Fig. 1: run 1, cell sizes after repair
Scale: 6 px per um.
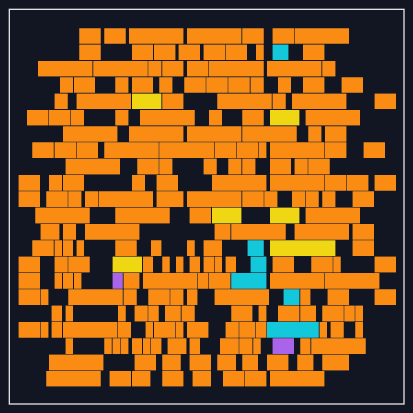
Fig. 2: run 1, metal 3
Scale: 4 px per um. Cells faint in the background.
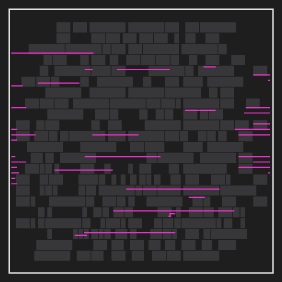
Fig. 3: run 1, placed cells, one color a class
Scale: 8 px per um.
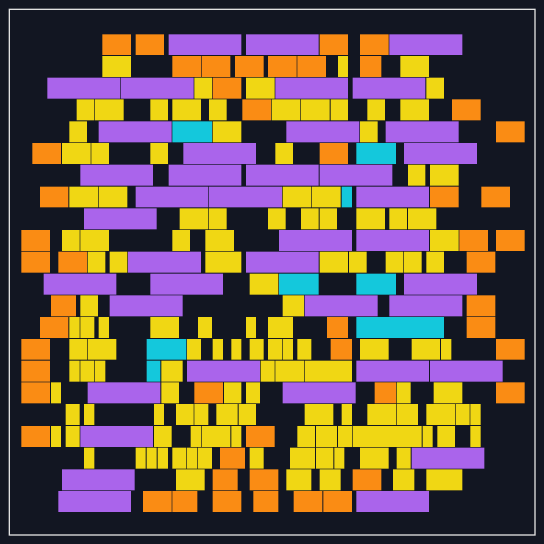
`src/rtl/print_tx.sv`:
```
// print_tx: formats a 32-bit word as a raw byte or 8 uppercase hex digits and streams the bytes over valid/ready
// Ports: clk, rst (async, active-high); dout_tx/type_tx sampled on a req_tx rising edge in IDLE;
//        d_tx/vld_tx/rdy_tx byte handshake toward the serializer; ack_tx pulses once after the last byte.
// Option: define PRINT_CRLF_EN to append 0x0D 0x0A to hex prints.
module print_tx (
  input  logic        clk,
  input  logic        rst,
  input  logic [31:0] dout_tx,
  input  logic        type_tx,
  input  logic        req_tx,
  output logic        ack_tx,
  output logic [7:0]  d_tx,
  output logic        vld_tx,
  input  logic        rdy_tx
);
  localparam logic [1:0] S_IDLE = 2'd0;
  localparam logic [1:0] S_SEND = 2'd1;
  localparam logic [1:0] S_DONE = 2'd2;
`ifdef PRINT_CRLF_EN
  localparam logic [3:0] HEX_LAST = 4'd9;
`else
  localparam logic [3:0] HEX_LAST = 4'd7;
`endif
  logic [1:0]  r_state;
  logic        r_req_q;
  logic        r_type;
  logic [31:0] r_sr;
  logic [3:0]  r_cnt;
  logic [3:0]  w_nib;
  logic [7:0]  w_hex;
  logic [7:0]  w_byte;
  logic        w_last;
  logic        w_xfer;
  assign w_nib = r_sr[31:28];
  assign w_hex = w_nib < 4'd10 ? 8'h30 + {4'h0, w_nib} : 8'h37 + {4'h0, w_nib};
`ifdef PRINT_CRLF_EN
  // Counter positions 8 and 9 carry the terminator after the eight digits
  assign w_byte = !r_type ? r_sr[7:0] : r_cnt == 4'd8 ? 8'h0D : r_cnt == 4'd9 ? 8'h0A : w_hex;
`else
  assign w_byte = r_type ? w_hex : r_sr[7:0];
`endif
  assign w_last = !r_type || r_cnt == HEX_LAST;
  assign vld_tx = r_state == S_SEND;
  assign ack_tx = r_state == S_DONE;
  assign w_xfer = vld_tx && rdy_tx;
  // Gate the byte so d_tx reads 0x00 whenever nothing is offered
  assign d_tx   = vld_tx ? w_byte : 8'h00;
  always_ff @(posedge clk or posedge rst) begin
    if (rst) begin
      r_state <= S_IDLE;
      r_req_q <= 1'b0;
      r_type  <= 1'b0;
      r_sr    <= 32'h0;
      r_cnt   <= 4'h0;
    end else begin
      r_req_q <= req_tx;
      if (r_state == S_IDLE && req_tx && !r_req_q) begin
        r_state <= S_SEND;
        r_sr    <= dout_tx;
        r_type  <= type_tx;
        r_cnt   <= 4'h0;
      end else if (r_state == S_SEND && w_xfer) begin
        if (w_last) r_state <= S_DONE;
        else begin
          r_cnt <= r_cnt + 4'h1;
          if (r_type) r_sr <= {r_sr[27:0], 4'h0};
        end
      end else if (r_state == S_DONE) r_state <= S_IDLE;
    end
  end
endmodule

```
`config.mk`:
```
export PLATFORM = sky130hd
export DESIGN_NAME = print_tx
export DESIGN_NICKNAME = d
export VERILOG_FILES = /design/src/rtl/print_tx.sv
export SDC_FILE = /design/constraint.sdc
export NUM_CORES = 1
export LEC_CHECK = 0
export CORE_UTILIZATION = 49
export DETAILED_ROUTE_END_ITERATION = 16
export PLACE_DENSITY = 0.79
export SETUP_SLACK_MARGIN = 0.1
export SLEW_MARGIN = 5
export SYNTH_ARGS = -nofsm -noshare
export SYNTH_HDL_FRONTEND = slang
export SYNTH_SLANG_ARGS = --single-unit
```
`constraint.sdc`:
```
create_clock -name clk -period 2.5 [get_ports clk]
set_clock_uncertainty 0.15 [all_clocks]
set_input_delay 0.25 -clock clk [delete_from_list [all_inputs] [get_ports clk]]
set_output_delay 0.25 -clock clk [all_outputs]
set_load 0.02 [all_outputs]
```
==> GITHUB_STEP_SUMMARY, run 1 <==
## Synthesis and layout report

| Metric | Value |
|---|---|
| Clock-pin slew on the worst setup and hold paths | `0.08 ns` |
| All-Layer GR Usage | `0.252` |
| MUX share of area | `0.0152` |
| Dominant kind of cell by area | `flip-flops and latches` |
| Area leader share | `0.506` |
| # IOs | `47` |
| Distinct lib cells | `34` |
| Dominant comb cell | `simple AND/OR/NAND/NOR gates` |
| Tap cells | `48` |
| Clock tree buffer depth | `2` |
| Max Fclk | `432 MHz` |
| Setup TNS | `0 ns` |
| DR top layer | `met4` |
| Leak Pwr | `1.23 nW` |
| Vias in the first global route | `1615` |
| Post_cts resized | `7` |
| Core area | `0.00377 sq mm` |
| Detailed-router iteration count before antenna repair | `4` |
| Worst hold slack | `0.233 ns` |
| Reg with most FFs | `r_sr` |
| Met2 routed WL | `approximately 2.3 mm` |
| Syn_area_per_cell | `10.7 sq um` |
| Gr ovfl total | `0` |
| Switching share of power | `0.354` |
| Antenna violations before repair | `0` |
| WP buf/inv | `1` |
| Fraction of area in registers | `0.390` |
| Cell count after synthesis | `185` |
| Chip area in the Yosys report | `around 0.0020 sq mm` |
| Nets | `~270` |
| CP max stage cell | `clkdlybuf4s50_1` |
| Wl on met1 | `2.25 mm` |
| Crit path DRT | `about 2.1 ns` |
| PortBufs | `46` |
| First-pass GRT wire length | `8.00 mm` |
| Number of synthesized flops with an enable pin | `0` |
| Synthesized cell area | `0.00198 sq mm` |
| Final total power | `2.65 mW` |
| Layout cells sized above 1 | `0.0614` |
| Wire length per cell | `17.7 um` |
| Flop Count | `40` |
| Die W | `about 66 um` |
| Tally of yosys warning messages | `0` |
| Filler cells | `284` |
| Buffers outside the clock class | `around 50` |
| Largest power group | `registers` |
| Worst r2r src | `r_type` |
| Via count | `1651` |
| Worst r2r path cells | `3` |
| Int Pwr | `around 1.7 mW` |
| Area fraction in compound gates | `0.209` |
| Status | `complete, no violations` |
| Rows | `22` |
| Clock buffers | `6` |
| DRT antenna net count | `0` |
| TritonCTS Buffers | `5` |
| Vias per cell | `~6` |
| Crit start category | `register` |
| Fp_density | `0.525` |
| Log Warnings | `27` |
| Fin. Hold Viols | `0` |
| Clock share of power | `0.195` |
| Final core utilization | `0.680` |
| Number of max-cap violations | `0` |
| Comb area | `roughly 900 sq um` |
| Reg2reg setup slack | `0.48 ns` |
| Post-route cell area | `roughly 0.0026 sq mm` |
| Pre-CTS setup slack | `0.124 ns` |
| Crit path kind | `reg2out` |
| Mi-comb count | `126` |
| Worst Setup SP | `r_sr[30]` |
| Max stage delay on crit path | `0.61 ns` |
| Seq power | `about 1.2 mW` |
| Insertion Delay late pin | `0.29 ns` |
| Top cells excl fill/tap | `clkdlybuf4s50_1 (40), dfrtp_1 (40), and3_1 (28), a221o_1 (28), nand2_1 (16)` |
| Final setup fails | `0` |
| Hold Buf Count CTS | `0` |
| Cells after DPL | `268` |
Notes on Fig. 1 above:
- drive 2: purple (cells 2; share 0.88%)
- drive 3 to 4: cyan (cells 6; share 2.6%)
- drive 1 or less: orange (cells 214; share 94%)
- drive 6 and up: yellow (cells 6; share 2.6%)

Notes on Fig. 2 above:
- wire length on this layer: 261 um
- main direction: horizontal
- longest straight run: 29.9 um

Notes on Fig. 3 above:
- flops: purple (cells 40; share of their area 40%)
- all other logic: yellow (cells 130; share of their area 36%)
- clock drivers and dummy loads: cyan (cells 8; share of their area 4.3%)
- other buffers and delay cells: orange (cells 50; share of their area 19%)

Fig. 4: run 1, sequential cells grouped by signal name
Scale: 6 px per um. Other sequential cells in the stronger gray, the rest of the logic in the fainter gray.
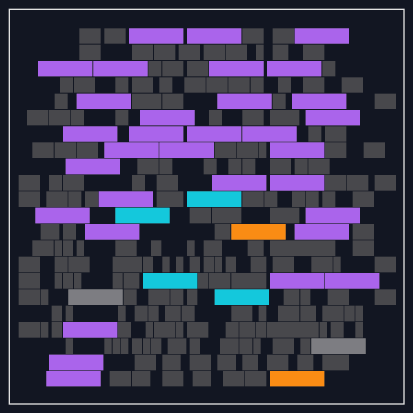

--- run 2 (diff from run 1) ---
CORE_MARGIN = 8   (was unset)
SETUP_SLACK_MARGIN = 0.15   (was 0.1)
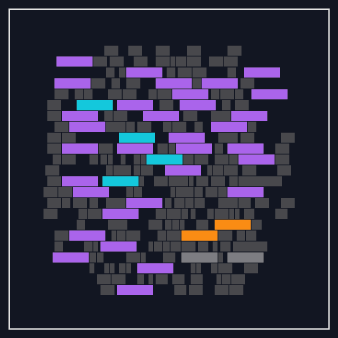
Fig. 5. Sequential cells grouped by signal name (run 2).
Scale: 4 px per um. Other sequential cells in the stronger gray, the rest of the logic in the fainter gray.
- `r_cnt`: cyan (placed flops 4)
- `r_state`: orange (placed flops 2)
- `r_sr`: purple (placed flops 32)
- not colored: 2

==> GITHUB_STEP_SUMMARY, run 2 <==
## Synthesis and layout report

| Metric | Value |
|---|---|
| Crit start category | `register` |
| Gr busiest metal | `met2` |
| Crit path kind | `reg2out` |
| Final total power | `2.69 mW` |
| Fraction of area in registers | `0.386` |
| Mi-comb count | `around 130` |
| Cell count after synthesis | `185` |
| First-pass GRT wire length | `8.38 mm` |
| Top cells excl fill/tap | `clkdlybuf4s50_1 (40), dfrtp_1 (40), and3_1 (28), a221o_1 (28), nand2_1 (16)` |
| Wl on met1 | `2.17 mm` |
| Worst r2r path cells | `4` |
| Die W | `79.5 um` |
| Nets | `approximately 270` |
| Combinational share of power | `0.349` |
| Met2 usage | `0.263` |
| Setup TNS | `0 ns` |
| Filler cells | `a little over 300` |
| Clock share of power | `0.211` |
| DRT Wirelength | `5.11 mm` |
| Log Warnings | `26` |
| Area fraction in compound gates | `0.209` |
| Status | `complete, no violations` |
| Vias per cell | `6.08` |
| Post_cts resized | `7` |
| Int Pwr | `1.77 mW` |
| Synthesized cell area | `0.00198 sq mm` |
| Max Fclk | `around 450 MHz` |
| Tap cells | `50` |
| Pre-CTS setup slack | `0.295 ns` |
| WP buf/inv | `1` |
| PortBufs | `roughly 46` |
| Leak Pwr | `1.25 nW` |
| Via count | `approximately 1700` |
| All-Layer GR Usage | `0.168` |
| Dominant comb cell | `simple AND/OR/NAND/NOR gates` |
| Post-route cell area | `around 0.0026 sq mm` |
| 1st-iter DRT viols | `roughly 180` |
| Core area | `0.00394 sq mm` |
| Buffers outside the clock class | `~52` |
| Worst Setup SP | `r_type` |
| Largest power group | `registers` |
| Met2 routed WL | `2.50 mm` |
| MUX share of area | `0.0152` |
| Final setup fails | `0` |
| Detailed-router iteration count before antenna repair | `4` |
| DRT antenna net count | `0` |
| Fin. Hold Viols | `0` |
| Comb area | `893 sq um` |
| Fp_density | `0.502` |
| Switching share of power | `0.344` |
| GPL Wtd Cong | `0.866` |
| Flop Count | `40` |
| Chip area in the Yosys report | `0.00198 sq mm` |
| Wire length per cell | `between 15 and 20 um` |
| Max stage delay on crit path | `approximately 0.62 ns` |
| Tally of yosys warning messages | `0` |
| Layout cells sized above 1 | `0.0783` |
| DR top layer | `met4` |
| Reg with most FFs | `r_sr` |
| Worst hold slack | `0.229 ns` |
| Clock buffers | `7` |
| Antenna violations before repair | `0` |
| Crit path DRT | `2.10 ns` |
| Number of synthesized flops with an enable pin | `0` |
| Vias in the first global route | `1725` |
| Distinct lib cells | `34` |
| Cells after DPL | `roughly 270` |
| Worst r2r src | `r_type` |
| TritonCTS Buffers | `5` |
| Reg2reg setup slack | `between 0.6 and 0.7 ns` |
| Hold Buf Count CTS | `0` |
| Dominant register cell | `dfrtp_1` |
| Rows | `23` |
| Dominant kind of cell by area | `flip-flops and latches` |
| CP max stage cell | `clkdlybuf4s50_1` |
| Gr ovfl total | `0` |
| Final core utilization | `0.659` |
| Insertion Delay late pin | `roughly 0.29 ns` |
| # IOs | `47` |
| Seq power | `1.18 mW` |
| Clock tree buffer depth | `2` |
| Clock-pin slew on the worst setup and hold paths | `roughly 0.07 ns` |
| Syn_area_per_cell | `10.7 sq um` |
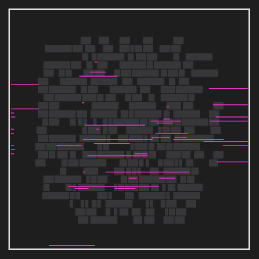
Fig. 6. Metal 3 (run 2).
Scale: 3 px per um. Cells faint in the background.
- share of all routed wire: 6.9%
- main direction: horizontal
- nets with wire on the layer: 34
- wire length on this layer: 353 um
- longest straight run: 29.9 um

--- run 3 (diff from run 2) ---
MAX_ROUTING_LAYER = met4   (was unset)
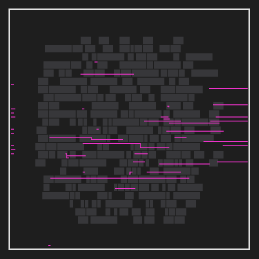
Fig. 7. Metal 3 (run 3).
Scale: 3 px per um. Cells faint in the background.
- main direction: horizontal
- wire length on this layer: 314 um
- share of all routed wire: 6.1%
- nets with wire on the layer: 34

==> GITHUB_STEP_SUMMARY, run 3 <==
## Synthesis and layout report

| Metric | Value |
|---|---|
| Status | `complete, no violations` |
| Layout cells sized above 1 | `0.0783` |
| Met2 usage | `0.264` |
| Dominant kind of cell by area | `flip-flops and latches` |
| GPL Wtd Cong | `0.880` |
| Vias per cell | `6.06` |
| Clock buffers | `7` |
| Tap cells | `50` |
| Final core utilization | `0.659` |
| Reg with most FFs | `r_sr` |
| Log Warnings | `26` |
| DRT Wirelength | `5.17 mm` |
| Detailed-router iteration count before antenna repair | `4` |
| Fin. Hold Viols | `0` |
| Int Pwr | `around 1.8 mW` |
| Crit start category | `register` |
| Filler cells | `302` |
| Synthesized cell area | `0.00198 sq mm` |
| Comb area | `893 sq um` |
| Switching share of power | `0.345` |
| Distinct lib cells | `34` |
| Worst hold slack | `0.224 ns` |
| Max stage delay on crit path | `0.62 ns` |
| TritonCTS Buffers | `5` |
| Wl on met1 | `2.21 mm` |
| Mi-comb count | `126` |
| Seq power | `1.19 mW` |
| First-pass GRT wire length | `roughly 8.4 mm` |
| MUX share of area | `0.0152` |
| Syn_area_per_cell | `between 10 and 15 sq um` |
| Cell count after synthesis | `about 190` |
| All-Layer GR Usage | `0.173` |
| Setup TNS | `0 ns` |
| Area fraction in compound gates | `0.209` |
| Number of synthesized flops with an enable pin | `0` |
| Tally of yosys warning messages | `0` |
| Area leader share | `0.506` |
| Final total power | `approximately 2.7 mW` |
| Top cells excl fill/tap | `clkdlybuf4s50_1 (40), dfrtp_1 (40), and3_1 (28), a221o_1 (28), nand2_1 (16)` |
| Wire length per cell | `18.5 um` |
| Gr ovfl total | `0` |
| Met2 routed WL | `2.55 mm` |
| Flop Count | `~40` |
| WP buf/inv | `1` |
| Max Fclk | `444 MHz` |
| Clock tree buffer depth | `2` |
| Clock share of power | `0.212` |
| 1st-iter DRT viols | `182` |
| Worst Setup SP | `r_state[1]` |
| Buffers outside the clock class | `52` |
| # IOs | `about 47` |
| Post-route cell area | `0.00260 sq mm` |
| Final setup fails | `0` |
| Dominant comb cell | `simple AND/OR/NAND/NOR gates` |
| Core area | `a little under 0.004 sq mm` |
| DRT antenna net count | `0` |
| Number of max-cap violations | `0` |
| Dominant register cell | `dfrtp_1` |
| Post_cts resized | `7` |
| Nets | `around 270` |
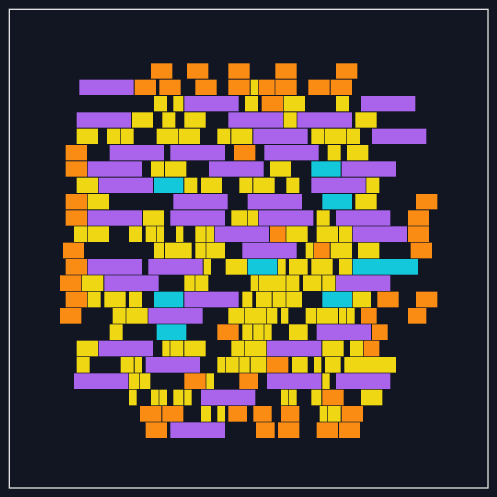
Fig. 8. Placed cells, one color a class (run 3).
Scale: 6 px per um.
- other buffers and delay cells: orange (cells 52; share of their area 20%)
- flops: purple (cells 40; share of their area 40%)
- clock drivers and dummy loads: cyan (cells 8; share of their area 5.0%)
- all other logic: yellow (cells 130; share of their area 36%)

No activity file was given, so power comes from the tool's default toggle rates.
